Design lsu_mem_ctrl, sky130hd; sources not shown.
Cells colored by class:
The bar under the picture is 50 um long.
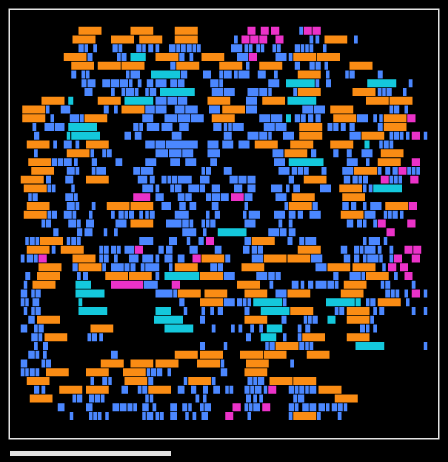
- cyan: clock drivers and dummy loads (cells 32; share of their area 8.7%)
- orange: flip-flops (cells 135; share of their area 38%)
- blue: all other logic (cells 614; share of their area 49%)
- magenta: other buffers and delay cells (cells 40; share of their area 4.6%)
final core occ: 47.8%
final non-filler cell area: 7400 um2
placeable core region: 15500 um2
Seq area share: 36.5%
std cell rows: 45

Where the registers sit:
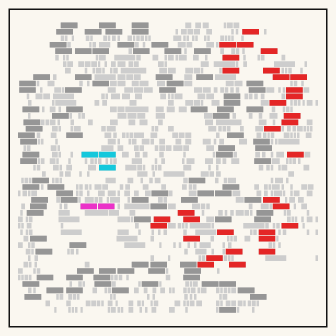
- magenta: state_r (placed flops 2)
- red: wdata_r (placed flops 32)
- cyan: funct3_r (placed flops 3)
- not colored: 98
area of all sequential standard cells: 2700 um2
sequential-cell power consumption: 1.17 mW

Routed clock nets over the placement:
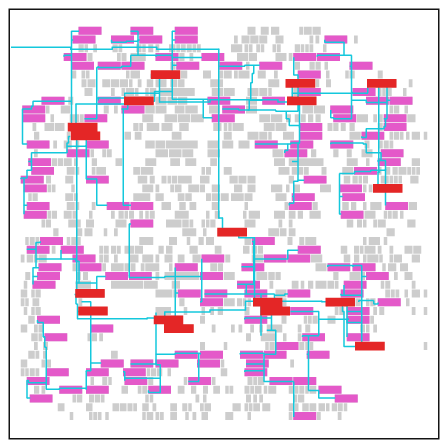
- cyan: clock wires (length 1750 um)
- red: cells driving clock nets (count 17)
- magenta: flip-flops (count 135)
- flops lie: widely spread
Clock group: 1.14 mW
latest clock arrival within the worst-skew pair: 0.43 ns
Clock power frac: 40.5%

Routing congestion:
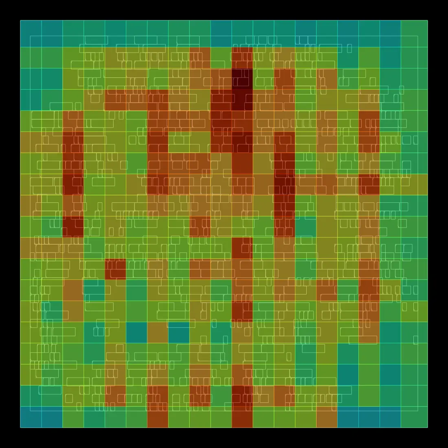
met2 Resource Use GR: 35.4%
average routed wire per standard cell: 19.6 um
met3 demand-to-capacity share in global routing: 8.14%

Power grid:
Pins as bars on the die edge. Tap cells in gray.
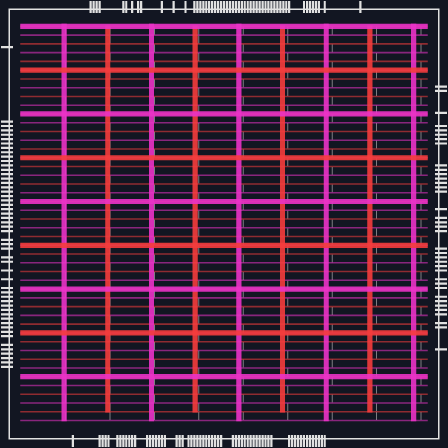
- magenta: VSS
- red: VDD
- tap cells: 211
- met5 straps: 9
- met1 rails: 46
- signal pins: 203
y dimension of the die: 133 um
die width: 133 um
worst ir drop on vdd: 0.000211 V

==> run summary <==
run metrics: status=completed, Met3 Routed Length=1.74 mm, global-route wire length before repair=31.5 mm, global routing usage on met1=28.8%, clock transition at the registers of the reported paths=0.06 ns, cell area power density=381 nW/um2, main power-consuming group=sequential cells, most instantiated library cell after synthesis=nand2_1, cell area after synthesis=6440 um2, cell at the slowest stage of the critical path=and2_1, average footprint of a synthesized cell=7.90 um2, main kind of combinational logic by area=AND-OR/OR-AND gates, setup slack at placement=2.12 ns, synth unique cells=44, count of state elements after synthesis=135, final tally of hold violations=0, standby leakage power=2.67 nW, placed wire-length estimate after detailed placement=14.5 mm, Gate power share=18.0%, dominant synthesized flop cell=dfxtp_1, number of cells traversed by the worst register-to-register path=5, Peak Freq=245 MHz, Vias=5853, area of the synthesized netlist per yosys stat=6440 um2, share of async-settable or async-resettable flops after synthesis=0%, worst hold path cell count=2, boundary pin count=203, Pins Over Slew Limit=0, Seq share, synth=41.9%, initial antenna violation count=0, Switching Share=30.8%, buffer depth of the longest clock path=2, power dissipated by switching net loads=0.866 mW, post-synthesis share of cell area spent on full adders, half adders and majority gates=0.777%, buffer cell driving the clock tree root=clkbuf_16, cells along the critical path=and2_1 -> a21o_1 -> nand3_1 -> buf_4 -> nor2_1 -> buf_4, # DRC=0, total number of yosys warnings=0, Slowest Stage Delay on Critical Path=0.84 ns, Reg2Reg Setup Slack=3.20 ns, required time worst endpoint=4.51 ns, Syn Inst Count=816, Setup Total Neg Slack=0 ns, post-CTS repair timing setup buffer count=0, hold buffer count at cts=0, via count of the first global-routing pass=5705, sum of overflow across all layers after global routing=0, starting density of the core=41.6%, worst slew margin relative to its limit=36.9%, Top Usage Layer GRT=met2, maximum capacitance violations=0, arrival time of data at the critical path endpoint=2.89 ns, top cell types by occurrence after synthesis=192 x nand2_1, 135 x dfxtp_1, 92 x o21ai_0, 60 x nor2_1, 51 x clkbuf_1, area added between synthesis and finish=14.8%, CP max FO=33, Synth Area in Simple Gates=21.3%, CTS Sinks=135, most common logic cell in the routed design=nand2_1, critical path startpoint category=flip-flop, depth of the CTS H-tree=4, number of clock buffers inserted by TritonCTS=17, count of library flops with an enable pin=0, area fraction in mux cells=8.23%, Compound Share, Synth=22.8%, number of diodes=0, Power Internal=1.95 mW, number of buffers added on ports=0, number of design-rule violations left by the first detailed-router iteration=590, final count of negative-setup-slack endpoints=0, setup repair after global routing missed its margin=false, CTS tree=done, hold crit path type=reg -> reg, transition time at the pin with the least slew margin=0.947 ns, cell taking the most area after synthesis=dfxtp_1, met2 wire len=9.36 mm, type of destination of the critical path=primary output, most used cell, CP=buf_4, fin crit share=71.5%, total global routing track utilization=22.6%, leading cell types by total area after synthesis=dfxtp_1 42%, nand2_1 11%, o21ai_0 7.1%, Reg power frac=41.5%, Post-DRT Antenna Nets=0, class of the most critical setup path=reg -> out, leading cell types in the layout, fill and taps excluded=192 x nand2_1, 135 x dfxtp_1, 91 x o21ai_0, 60 x nor2_1, 45 x a21oi_1, count of TritonRoute iterations in the first routing pass=7, ys cells=816, Nets=915, routability congestion estimate=0.876, Tool Warnings=32, top routing layer in use=met4, power in combinational cells=0.508 mW, floorplan die area=17700 um2, met1 routed wirelength after detailed routing=8.68 mm, detailed-route wire length=20.2 mm, post-CTS resize count=0, xor/xnor cell area share of the yosys netlist=0%, via-per-instance ratio=5.67, Dominant cell area share=41.9%, final critical-path setup slack=1.62 ns, total power draw=2.82 mW, post-route minimum period=4.08 ns, maximum number of pins on one net before global-route repair=136, share of final-layout standard cells stronger than drive strength 1=11.6%
==> critical path, delay by kind of cell (launching register included) <==
kind | cells | cell delay [ns]
AND/OR/NAND/NOR | 3 | 1.09
flip-flops | 1 | 0.62
buffers and inverters | 2 | 0.51
AND-OR/OR-AND | 1 | 0.24
==> final cells by class <==
class	count	area (um2)
flip-flops and latches	135	2700
repair buffers	40	332
clock inverters	8	118
clock buffers	24	502
inverters	8	30.0
fillers	1530	8090
well taps	211	264
multi-input cells	606	3450
==> stage by stage <==
| step | hold WS (ns) | std cells | cell area [um2] |
|---|---|---|---|
| after global routing | 0.440 | 1032 | 7400 |
| final | 0.420 | 1032 | 7400 |
| after global placement | 0.406 | 997 | 6720 |
| after floorplan | 0.396 | 817 | 6450 |
| after detailed placement | 0.410 | 998 | 6730 |
| after CTS | 0.422 | 1030 | 7350 |
Power and IR drop assume default switching activity.
